--- src/rtl/clk_rate_gen_pkg.sv ---
// Shared constants for the rate-strobe generator.
//   Switch and mode codes, plus the default dividers for the board build.
package clk_rate_pkg;

   localparam logic [1:0] MODE_SLOW   = 2'b00;
   localparam logic [1:0] MODE_MEDIUM = 2'b10;
   localparam logic [1:0] MODE_FAST   = 2'b11;
   localparam logic [1:0] CODE_HOLD   = 2'b01;

   localparam int unsigned DEF_DIV_FAST   = 4;
   localparam int unsigned DEF_DIV_MEDIUM = 16;
   localparam int unsigned DEF_DIV_SLOW   = 64;
   localparam int unsigned DEF_DEB_CYCLES = 8;
   localparam int unsigned DEF_CNT_W      = 32;

   // Enumerator values equal the mode codes, so the state drives `mode` directly.
   typedef enum logic [1:0] {
      StSlow   = 2'b00,
      StMedium = 2'b10,
      StFast   = 2'b11
   } mode_e;

endpackage

--- src/rtl/clk_rate_gen_if.sv ---
// Rate switch inputs and strobe outputs of clk_rate_gen.
//   master: drives sw2/sw1, observes the strobes, clkSelect, mode and hold.
//   slave : the generator itself.
interface clk_rate_gen_if;

   logic       sw2;
   logic       sw1;
   logic       tickFast;
   logic       tickMedium;
   logic       tickSlow;
   logic       tickSelect;
   logic       clkSelect;
   logic [1:0] mode;
   logic       hold;

   modport master (
      output sw2, sw1,
      input  tickFast, tickMedium, tickSlow, tickSelect, clkSelect, mode, hold
   );

   modport slave (
      input  sw2, sw1,
      output tickFast, tickMedium, tickSlow, tickSelect, clkSelect, mode, hold
   );

endinterface

--- src/rtl/clk_rate_gen_tick_divider.sv ---
// Free-running divider producing a registered one-cycle strobe every DIV cycles.
//   clk   : clock, rising edge
//   rst_n : synchronous active-low reset
//   tick  : high in cycles k*DIV-1 (k >= 1), counted from reset release
module tick_divider #(
   parameter int unsigned DIV   = 4,
   parameter int unsigned CNT_W = 32
) (
   input  logic clk,
   input  logic rst_n,
   output logic tick
);

   if (DIV < 2) begin : g_bad_div
      $error("tick_divider: DIV must be at least 2");
   end

   localparam logic [CNT_W-1:0] CntLast = CNT_W'(DIV - 1);

   logic [CNT_W-1:0] cnt_q, cnt_d;
   logic             tick_q;

   always_comb begin
      cnt_d = (cnt_q == CntLast) ? '0 : cnt_q + CNT_W'(1);
   end

   // Counter reads DIV-1 in cycle k*DIV-2, so the flop lands the tick in k*DIV-1.
   always_ff @(posedge clk) begin
      if (!rst_n) begin
         cnt_q  <= '0;
         tick_q <= 1'b0;
      end else begin
         cnt_q  <= cnt_d;
         tick_q <= (cnt_q == CntLast);
      end
   end

   assign tick = tick_q;

endmodule

--- src/rtl/clk_rate_gen.sv ---
// Rate strobe generator: three dividers, switch synchroniser/debouncer and a
// mode FSM that commits rate changes only on a slow tick.
//   clk   : board clock, rising edge
//   rst_n : synchronous active-low reset
//   bus   : sw2/sw1 in; tickFast/Medium/Slow, tickSelect, clkSelect, mode, hold out
module clk_rate_gen
   import clk_rate_pkg::*;
#(
   parameter int unsigned DIV_FAST   = DEF_DIV_FAST,
   parameter int unsigned DIV_MEDIUM = DEF_DIV_MEDIUM,
   parameter int unsigned DIV_SLOW   = DEF_DIV_SLOW,
   parameter int unsigned DEB_CYCLES = DEF_DEB_CYCLES,
   parameter int unsigned CNT_W      = DEF_CNT_W
) (
   input logic           clk,
   input logic           rst_n,
   clk_rate_gen_if.slave bus
);

   // Commits rely on every slow tick coinciding with the other two ticks.
   if ((DIV_SLOW % DIV_MEDIUM) != 0 || (DIV_SLOW % DIV_FAST) != 0) begin : g_bad_ratio
      $error("clk_rate_gen: DIV_SLOW must be a multiple of DIV_MEDIUM and DIV_FAST");
   end
   if (DEB_CYCLES < 1) begin : g_bad_deb
      $error("clk_rate_gen: DEB_CYCLES must be at least 1");
   end

   localparam logic [CNT_W-1:0] DebLast = CNT_W'(DEB_CYCLES - 1);

   logic tick_fast, tick_medium, tick_slow, tick_sel;

   tick_divider #(.DIV(DIV_FAST), .CNT_W(CNT_W)) u_div_fast (
      .clk   (clk),
      .rst_n (rst_n),
      .tick  (tick_fast)
   );

   tick_divider #(.DIV(DIV_MEDIUM), .CNT_W(CNT_W)) u_div_medium (
      .clk   (clk),
      .rst_n (rst_n),
      .tick  (tick_medium)
   );

   tick_divider #(.DIV(DIV_SLOW), .CNT_W(CNT_W)) u_div_slow (
      .clk   (clk),
      .rst_n (rst_n),
      .tick  (tick_slow)
   );

   logic [1:0]       sync1_q, sync2_q, last_q;
   logic [CNT_W-1:0] deb_cnt_q, deb_cnt_d;
   logic             accept_q, accept_d;
   logic [1:0]       code_q, code_d;
   mode_e            state_q, state_d;
   mode_e            pend_q, pend_d;
   logic             pend_vld_q, pend_vld_d;
   logic             hold_q, hold_d;
   logic             csel_q;

   // Debounce: count stable cycles, accept once per stable run. The counter parks
   // one past DebLast so a held switch is not re-accepted every cycle.
   always_comb begin
      deb_cnt_d = deb_cnt_q;
      accept_d  = 1'b0;
      code_d    = code_q;
      if (sync2_q != last_q) begin
         deb_cnt_d = '0;
      end else if (deb_cnt_q == DebLast) begin
         deb_cnt_d = deb_cnt_q + CNT_W'(1);
         accept_d  = 1'b1;
         code_d    = sync2_q;
      end else if (deb_cnt_q < DebLast) begin
         deb_cnt_d = deb_cnt_q + CNT_W'(1);
      end
   end

   always_comb begin
      state_d    = state_q;
      pend_d     = pend_q;
      pend_vld_d = pend_vld_q;
      hold_d     = hold_q;
      // The request pending before this cycle commits first; an accept in the same
      // cycle then queues against the post-commit mode.
      if (tick_slow && pend_vld_q) begin
         state_d    = pend_q;
         pend_vld_d = 1'b0;
      end
      if (accept_q) begin
         if (code_q == CODE_HOLD) begin
            hold_d     = 1'b1;
            pend_vld_d = 1'b0;
         end else begin
            hold_d = 1'b0;
            if (mode_e'(code_q) != state_d) begin
               pend_d     = mode_e'(code_q);
               pend_vld_d = 1'b1;
            end else begin
               pend_vld_d = 1'b0;
            end
         end
      end
   end

   // Old mode selects in the commit cycle; all ticks coincide there.
   always_comb begin
      case (state_q)
         StSlow:   tick_sel = tick_slow;
         StMedium: tick_sel = tick_medium;
         StFast:   tick_sel = tick_fast;
         default:  tick_sel = 1'b0;
      endcase
   end

   always_ff @(posedge clk) begin
      if (!rst_n) begin
         sync1_q    <= 2'b00;
         sync2_q    <= 2'b00;
         last_q     <= 2'b00;
         deb_cnt_q  <= '0;
         accept_q   <= 1'b0;
         code_q     <= 2'b00;
         state_q    <= StSlow;
         pend_q     <= StSlow;
         pend_vld_q <= 1'b0;
         hold_q     <= 1'b0;
         csel_q     <= 1'b0;
      end else begin
         sync1_q    <= {bus.sw2, bus.sw1};
         sync2_q    <= sync1_q;
         last_q     <= sync2_q;
         deb_cnt_q  <= deb_cnt_d;
         accept_q   <= accept_d;
         code_q     <= code_d;
         state_q    <= state_d;
         pend_q     <= pend_d;
         pend_vld_q <= pend_vld_d;
         hold_q     <= hold_d;
         csel_q     <= csel_q ^ tick_sel;
      end
   end

   assign bus.tickFast   = tick_fast;
   assign bus.tickMedium = tick_medium;
   assign bus.tickSlow   = tick_slow;
   assign bus.tickSelect = tick_sel;
   assign bus.clkSelect  = csel_q;
   assign bus.mode       = state_q;
   assign bus.hold       = hold_q;

endmodule

--- src/flat_wrapper.sv ---
// flat-port wrapper written by rule: the top's interface ports become plain ports
module clk_rate_gen_flat import clk_rate_pkg::*;
#(
   parameter int unsigned DIV_FAST   = DEF_DIV_FAST,
   parameter int unsigned DIV_MEDIUM = DEF_DIV_MEDIUM,
   parameter int unsigned DIV_SLOW   = DEF_DIV_SLOW,
   parameter int unsigned DEB_CYCLES = DEF_DEB_CYCLES,
   parameter int unsigned CNT_W      = DEF_CNT_W
)
  (clk, rst_n, bus_sw2, bus_sw1, bus_tickFast, bus_tickMedium, bus_tickSlow, bus_tickSelect, bus_clkSelect, bus_mode, bus_hold);
  clk_rate_gen_if bus_i ();
  input logic clk;
  input logic rst_n;
  input wire logic [$bits(bus_i.sw2)-1:0] bus_sw2;
  input wire logic [$bits(bus_i.sw1)-1:0] bus_sw1;
  output wire logic [$bits(bus_i.tickFast)-1:0] bus_tickFast;
  output wire logic [$bits(bus_i.tickMedium)-1:0] bus_tickMedium;
  output wire logic [$bits(bus_i.tickSlow)-1:0] bus_tickSlow;
  output wire logic [$bits(bus_i.tickSelect)-1:0] bus_tickSelect;
  output wire logic [$bits(bus_i.clkSelect)-1:0] bus_clkSelect;
  output wire logic [$bits(bus_i.mode)-1:0] bus_mode;
  output wire logic [$bits(bus_i.hold)-1:0] bus_hold;
  assign bus_i.sw2 = bus_sw2;
  assign bus_i.sw1 = bus_sw1;
  assign bus_tickFast = bus_i.tickFast;
  assign bus_tickMedium = bus_i.tickMedium;
  assign bus_tickSlow = bus_i.tickSlow;
  assign bus_tickSelect = bus_i.tickSelect;
  assign bus_clkSelect = bus_i.clkSelect;
  assign bus_mode = bus_i.mode;
  assign bus_hold = bus_i.hold;
  clk_rate_gen #(.DIV_FAST(DIV_FAST), .DIV_MEDIUM(DIV_MEDIUM), .DIV_SLOW(DIV_SLOW), .DEB_CYCLES(DEB_CYCLES), .CNT_W(CNT_W)) u_core (.clk(clk), .rst_n(rst_n), .bus(bus_i));
endmodule
--- config.mk ---
export PLATFORM = sky130hd
export DESIGN_NAME = clk_rate_gen_flat
export DESIGN_NICKNAME = d
export VERILOG_FILES = /design/src/rtl/clk_rate_gen_pkg.sv /design/src/rtl/clk_rate_gen_if.sv /design/src/rtl/clk_rate_gen_tick_divider.sv /design/src/rtl/clk_rate_gen.sv /design/src/flat_wrapper.sv
export SDC_FILE = /design/constraint.sdc
export NUM_CORES = 1
export LEC_CHECK = 0
export ABC_CLOCK_PERIOD_IN_PS = 3020
export CAP_MARGIN = 20
export CORE_UTILIZATION = 25
export CTS_CLUSTER_DIAMETER = 100
export DETAILED_ROUTE_END_ITERATION = 8
export GPL_ROUTABILITY_DRIVEN = 0
export SKIP_CTS_REPAIR_TIMING = 1
export SYNTH_ARGS = -nofsm -noshare
export SYNTH_HDL_FRONTEND = slang
export SYNTH_SLANG_ARGS = --single-unit
--- constraint.sdc ---
create_clock -name clk -period 3.02 [get_ports clk]
set_input_delay 0.453 -clock clk [delete_from_list [all_inputs] [get_ports clk]]
set_output_delay 0.453 -clock clk [all_outputs]
set_load 0.05 [all_outputs]
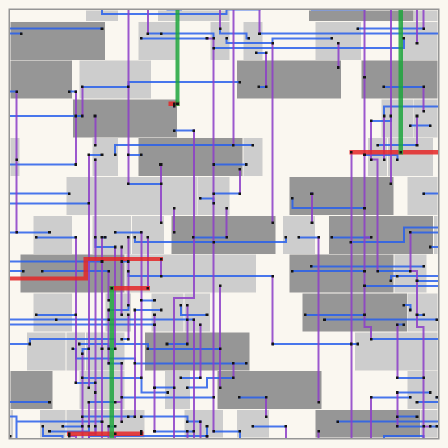
Fig. 1. Close-up of the layout (run 1).
Window x 66 to 96, y 66 to 96 µm. Cells in grey, sequential cells in the stronger grey; small squares are vias.
legend:
  met1:
    colour: blue
  met4:
    colour: green
  met3:
    colour: red
  met2:
    colour: purple
netlist names of flops here include: u_core.deb_cnt_q (5), u_core.u_div_fast.cnt_q (4), u_core.sync1_q (2)
sequential cells in the window: 15
most frequent: dfxtp_1 (15), and2_1 (7), buf_4 (4)
cells with their middle in the window: 53

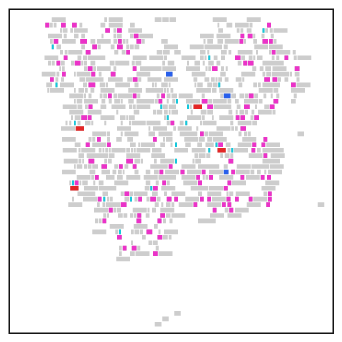
Fig. 2. Selected gate families (run 1).
Scale: 2 px per µm.
legend:
  AND and OR gates:
    colour: magenta
    cells: 125
    most_used: and2_1
  inverters:
    colour: cyan
    cells: 21
    most_used: inv_1
  adder and majority cells:
    colour: red
    cells: 4
    most_used: ha_1
  AND-OR and OR-AND gates:
    colour: blue
    cells: 3

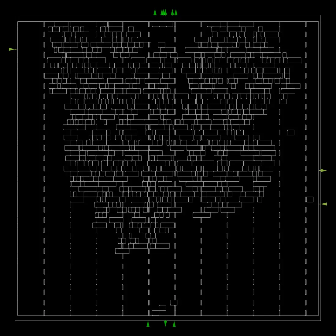
Fig. 3. Cell outlines without signal wires (run 1).
# fillers: 2583
Final Util: 30.19%

==> out/results.ini, run 1 <==
[status]
outcome = finished, final reports clean

[power_and_ir_drop]
comb-power_mw = 0.0943
p_leak_nw = 2.497
clock_power_share_pct = 52.7
switching_power_mw = 0.8982
combPwrFrac_pct = 2.2
switching_share_pct = 20.54
seq-power_mw = 1.97
power_leader = the clock network

[clock_network]
cts_sinks = 147
h-tree-depth = 4
cts_buffers = 17
cts-root-buf = clkbuf_16

[drt]
drc = 0
vias_per_cell = 4.880
met2_length_um = 5897
route.detailed.wl_per_inst_um = 12.46
vias = 5105
drt-pass1-iter-count = 5
wl_um = 13030

[yosys]
edf_count = 0
ys.flops = 147
mux_area_share_pct = 1.125
yosys_area_um2 = 6339
yosys.area.top_type_share_pct = 46.43
synthXorXnorAreaFrac_pct = 5.389
ys_sh_simple_pct = 30.85
synth.comb.largest_family = simple AND/OR/NAND/NOR gates
synthTopCellsByCount = dfxtp_1, a21oi_1, nor2_1
largest_area_cell = dfxtp_1
netlist_top_cells_area = dfxtp_1, a21oi_1, or4_1

[global_route]
grt_use_met2_pct = 16.42
grt_remaining_overflow = 0
grt_busiest_layer = met2
antenna_found_initial = 0
grt_max_degree = 33
grt_use_met1_pct = 14.26

[worst_setup_path]
startpoint_type = flip-flop
reg2reg_depth = 6
crit_arrival_ns = 2.05
cp_max_fo = 6

[cells_and_area]
post_route_cells_drive_above_1_share_pct = 7.756

[timing]
period_used_pct = 82.76
worst-slew-pin-transition_ns = 0.6500
setup_viol_count_final = 0

[placed_design]
postPlaceCellArea_um2 = 6782

[floorplan]
rows = 57
die_w_um = 161.2

[run]
tool_warnings = 26

run 1: kinds of logic after synthesis:
family          after synthesis
compound gates              126
xor+xnor                     39
fa+ha+maj                     4
buf+inv                      52
flops                       147
mux                           7
simple gates                328
run 1: layout make-up:
| class | count | area, µm² | share of cell area [%] |
|---|---|---|---|
| clock buffers | 18 | 439.2 | 5.912 |
| clock inverters | 13 | 207.7 | 2.796 |
| inverters | 21 | 78.83 | 1.061 |
| multi-input cells | 504 | 3184 | 42.87 |
| flip-flops and latches | 147 | 2943 | 39.62 |
| well taps | 324 | 405.4 | 5.457 |
| repair buffers | 19 | 170.2 | 2.291 |
run 1: registers in the layout, indices dropped and copies added (netlist names), 32 cells and up:
signal                     cells
u_core.deb_cnt_q              32
u_core.u_div_fast.cnt_q       32
u_core.u_div_medium.cnt_q     32
u_core.u_div_slow.cnt_q       32
run 1: critical path, cell delays in order, from the launching register on:
cell             delay, ns
dfxtp_1               0.41
mux2i_1               0.09
o21ai_0               0.25
clkdlybuf4s50_1       0.87
run 1: cell usage in the layout (no fill, tap or decap), types with 11 or more instances in the layout:
cell type	n
inv_1	20
or3_1	21
clkdlybuf4s50_1	11
and4_1	17
nand2_1	35
nand3_1	35
clkbuf_16	17
dfxtp_1	147
nor4_1	32
o31ai_1	31
and3_1	15
or4_1	32
o21ai_0	26
xnor2_1	15
nor2_1	47
xor2_1	24
nand4_1	34
a21oi_1	56
and2_1	37
run 1: worst paths after layout:
kind / start / slack (ns) / end
max: u_core.u_div_slow.tick / 0.52 / bus_tickSelect
min: u_core.sync1_q[1] / 0.44 / u_core.sync2_q[1]
max reg2reg: u_core.u_div_medium.cnt_q[0] / 0.90 / u_core.u_div_medium.cnt_q[31]
min reg2reg: u_core.sync1_q[1] / 0.44 / u_core.sync2_q[1]
==> run 1 -> run 2 <==
--- a/config.mk
+++ b/config.mk
@@ -5,7 +5,7 @@
 export SDC_FILE = /design/constraint.sdc
 export NUM_CORES = 1
 export LEC_CHECK = 0
-export ABC_CLOCK_PERIOD_IN_PS = 3020
+export ABC_CLOCK_PERIOD_IN_PS = 2310
 export CAP_MARGIN = 20
 export CORE_UTILIZATION = 25
 export CTS_CLUSTER_DIAMETER = 100
==> constraint.sdc (replaced) <==
create_clock -name clk -period 2.31 [get_ports clk]
set_input_delay 0.3465 -clock clk [delete_from_list [all_inputs] [get_ports clk]]
set_output_delay 0.3465 -clock clk [all_outputs]
set_load 0.05 [all_outputs]
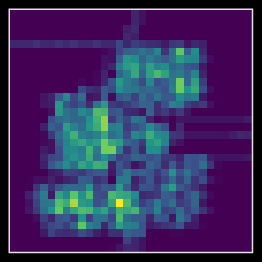
Fig. 4. Wire density map (run 2).
Scale: 1.5 px per µm. 32 x 32 tiles, from dark purple (low) to yellow (high), scaled to the fullest tile. Values are wire area over tile area, all layers added.
tiles over half the peak: 7.9%
mean over tiles: 0.076
emptiest ninth of the die: north-west

==> out/results.ini, run 2 <==
[global_route]
grt_max_degree = 33  ; unchanged
grt_remaining_overflow = 0  ; unchanged
grt_use_met2_pct = 16.99  ; +0.57 points
grt_busiest_layer = met2
grt_pass1_vias = 4840
antenna_found_initial = 0  ; unchanged

[worst_setup_path]
worst_path_dominant_cell_family = buffers and inverters
critical_path.max_stage_delay_ns = 0.86  ; about the same
startpoint_type = flip-flop
reg2reg_depth = 5  ; -1
cp.depth = 1  ; -2
crit_arrival_ns = 1.75  ; -0.30 ns
path_cells = clkdlybuf4s50_1
cp_slowest_cell = clkdlybuf4s50_1
crit_buf_inv = 1  ; unchanged
cp_max_fo = 6  ; unchanged

[timing]
hold_viol = 0
worst-slew-pin-transition_ns = 0.6324  ; -0.01756 ns
relSlewSlack_pct = 57.74
setup_viol_count_final = 0  ; unchanged
rsz0062_at_grt = false

[clock_network]
cts_sinks = 147  ; unchanged
cts-root-buf = clkbuf_16
cts_buffers = 17  ; unchanged
h-tree-depth = 4  ; unchanged

[power_and_ir_drop]
p_leak_nw = 2.523  ; +1.0%
total_power_mw = 5.626
powerDensity_nw_per_um2 = 755.4

[yosys]
ys.flops = 147  ; unchanged
flop_cell = dfxtp_1
yosys_area_um2 = 6339  ; unchanged
synthTopCellsByCount = dfxtp_1, a21oi_1, nor2_1
edf_count = 0  ; unchanged
yosysWarnings = 0
netlist_top_cells_area = dfxtp_1, a21oi_1, or4_1
largest_area_cell = dfxtp_1
syn_inst = 703

[drt]
wl_um = 12880  ; -1.1%
route.detailed.wl_per_inst_um = 12.29  ; -1.3%
vias = 5122  ; +0.33%
ant_nets = 0
drt-pass1-iter-count = 4  ; -1
vias_per_cell = 4.887  ; +0.14%

[cells_and_area]
post_route_cells_drive_above_1_share_pct = 8.149  ; +0.39 points
fillCellCount = 2567  ; -0.62%
most-common-layout-cells = dfxtp_1, a21oi_1, nor2_1
final_common_cell = dfxtp_1
nNetsFinal = 719
seq_area_um2 = 2943  ; unchanged
final_util_pct = 30.27  ; +0.076 points
logic_area_um2 = 3184  ; unchanged

[floorplan]
die_w_um = 161.2  ; unchanged
rows = 57  ; unchanged

[status]
outcome = finished, final reports clean

[placed_design]
postPlaceCellArea_um2 = 6812  ; +0.44%

[run]
tool_warnings = 26  ; unchanged

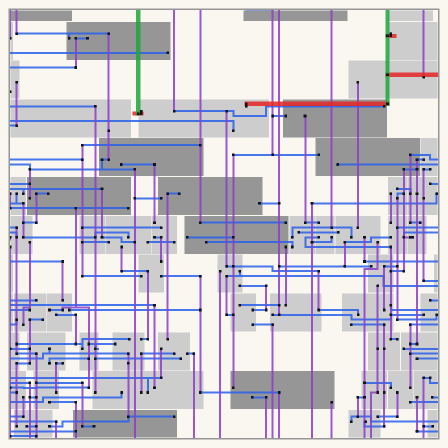
Fig. 5. Close-up of the layout (run 2).
Window x 66 to 96, y 66 to 96 µm. Cells in grey, sequential cells in the stronger grey; small squares are vias.
legend:
  met2:
    colour: purple
  met1:
    colour: blue
  met3:
    colour: red
  met4:
    colour: green
sequential cells in the window: 9
cells with their middle in the window: 48
most frequent: dfxtp_1 (9), a21oi_1 (4)
netlist names of flops here include: u_core.u_div_slow.cnt_q (4)

## run 2: cell counts after synthesis
Identical to the previous run, type by type.
## run 2: path summary, 6_finish.rpt
kind | to | from | slack, ns
worst min register to register | u_core.sync2_q[1] | u_core.sync1_q[1] | 0.44
worst min-delay path | u_core.sync2_q[1] | u_core.sync1_q[1] | 0.44
worst max register to register | u_core.u_div_fast.cnt_q[26] | u_core.u_div_fast.cnt_q[0] | 0.30
worst max-delay path | bus_tickSlow | u_core.u_div_slow.tick | 0.21
## run 2: cell type report
| class | count | share of cell area [%] |
|---|---|---|
| Tap cell | 324 | 5.444 |
| Timing Repair Buffer | 20 | 2.688 |
| Sequential cell | 147 | 39.52 |
| Clock buffer | 20 | 6.267 |
| Clock inverter | 12 | 2.268 |
| Multi-Input combinational cell | 504 | 42.76 |
| Inverter | 21 | 1.058 |
## run 2: report_power, final
group	switching, mW	total (mW)	leakage (nW)	internal (mW)
sequential	0.0194	2.58	1.19	2.56
combinational	0.0777	0.127	1.02	0.0495
clock	1.11	2.92	0.311	1.81
total	1.21	5.63	2.52	4.42
## run 2: per-stage QoR
stage	worst slack (ns)	std cells
4_1_cts	0.1710	1048
6_report	0.2120	1048
2_1_floorplan	0.3437	703
3_3_place_gp	0.3410	1016
5_1_grt	0.1377	1048
3_5_place_dp	0.3353	1016
## run 2: per-layer routing
layer	share of wire [%]	routed length, µm	up-vias
li1	-	-	2638
met1	50	6451	2414
met2	46	5936	53
met3	2.5	317	17
met4	1.4	179	0
met5	0	0	-
## run 2: kinds of logic after synthesis
logic type	count (synthesis)	share of synthesized area [%]
AOI/OAI and AO/OA	126	11.82
xor gates and xnor gates	39	5.389
adders and majority gates	4	0.7896
and+or+nand+nor	328	30.85
DFF	147	46.43
muxes	7	1.125
buffers and inverters	52	3.592
Power is estimated from default activity; no workload was simulated.
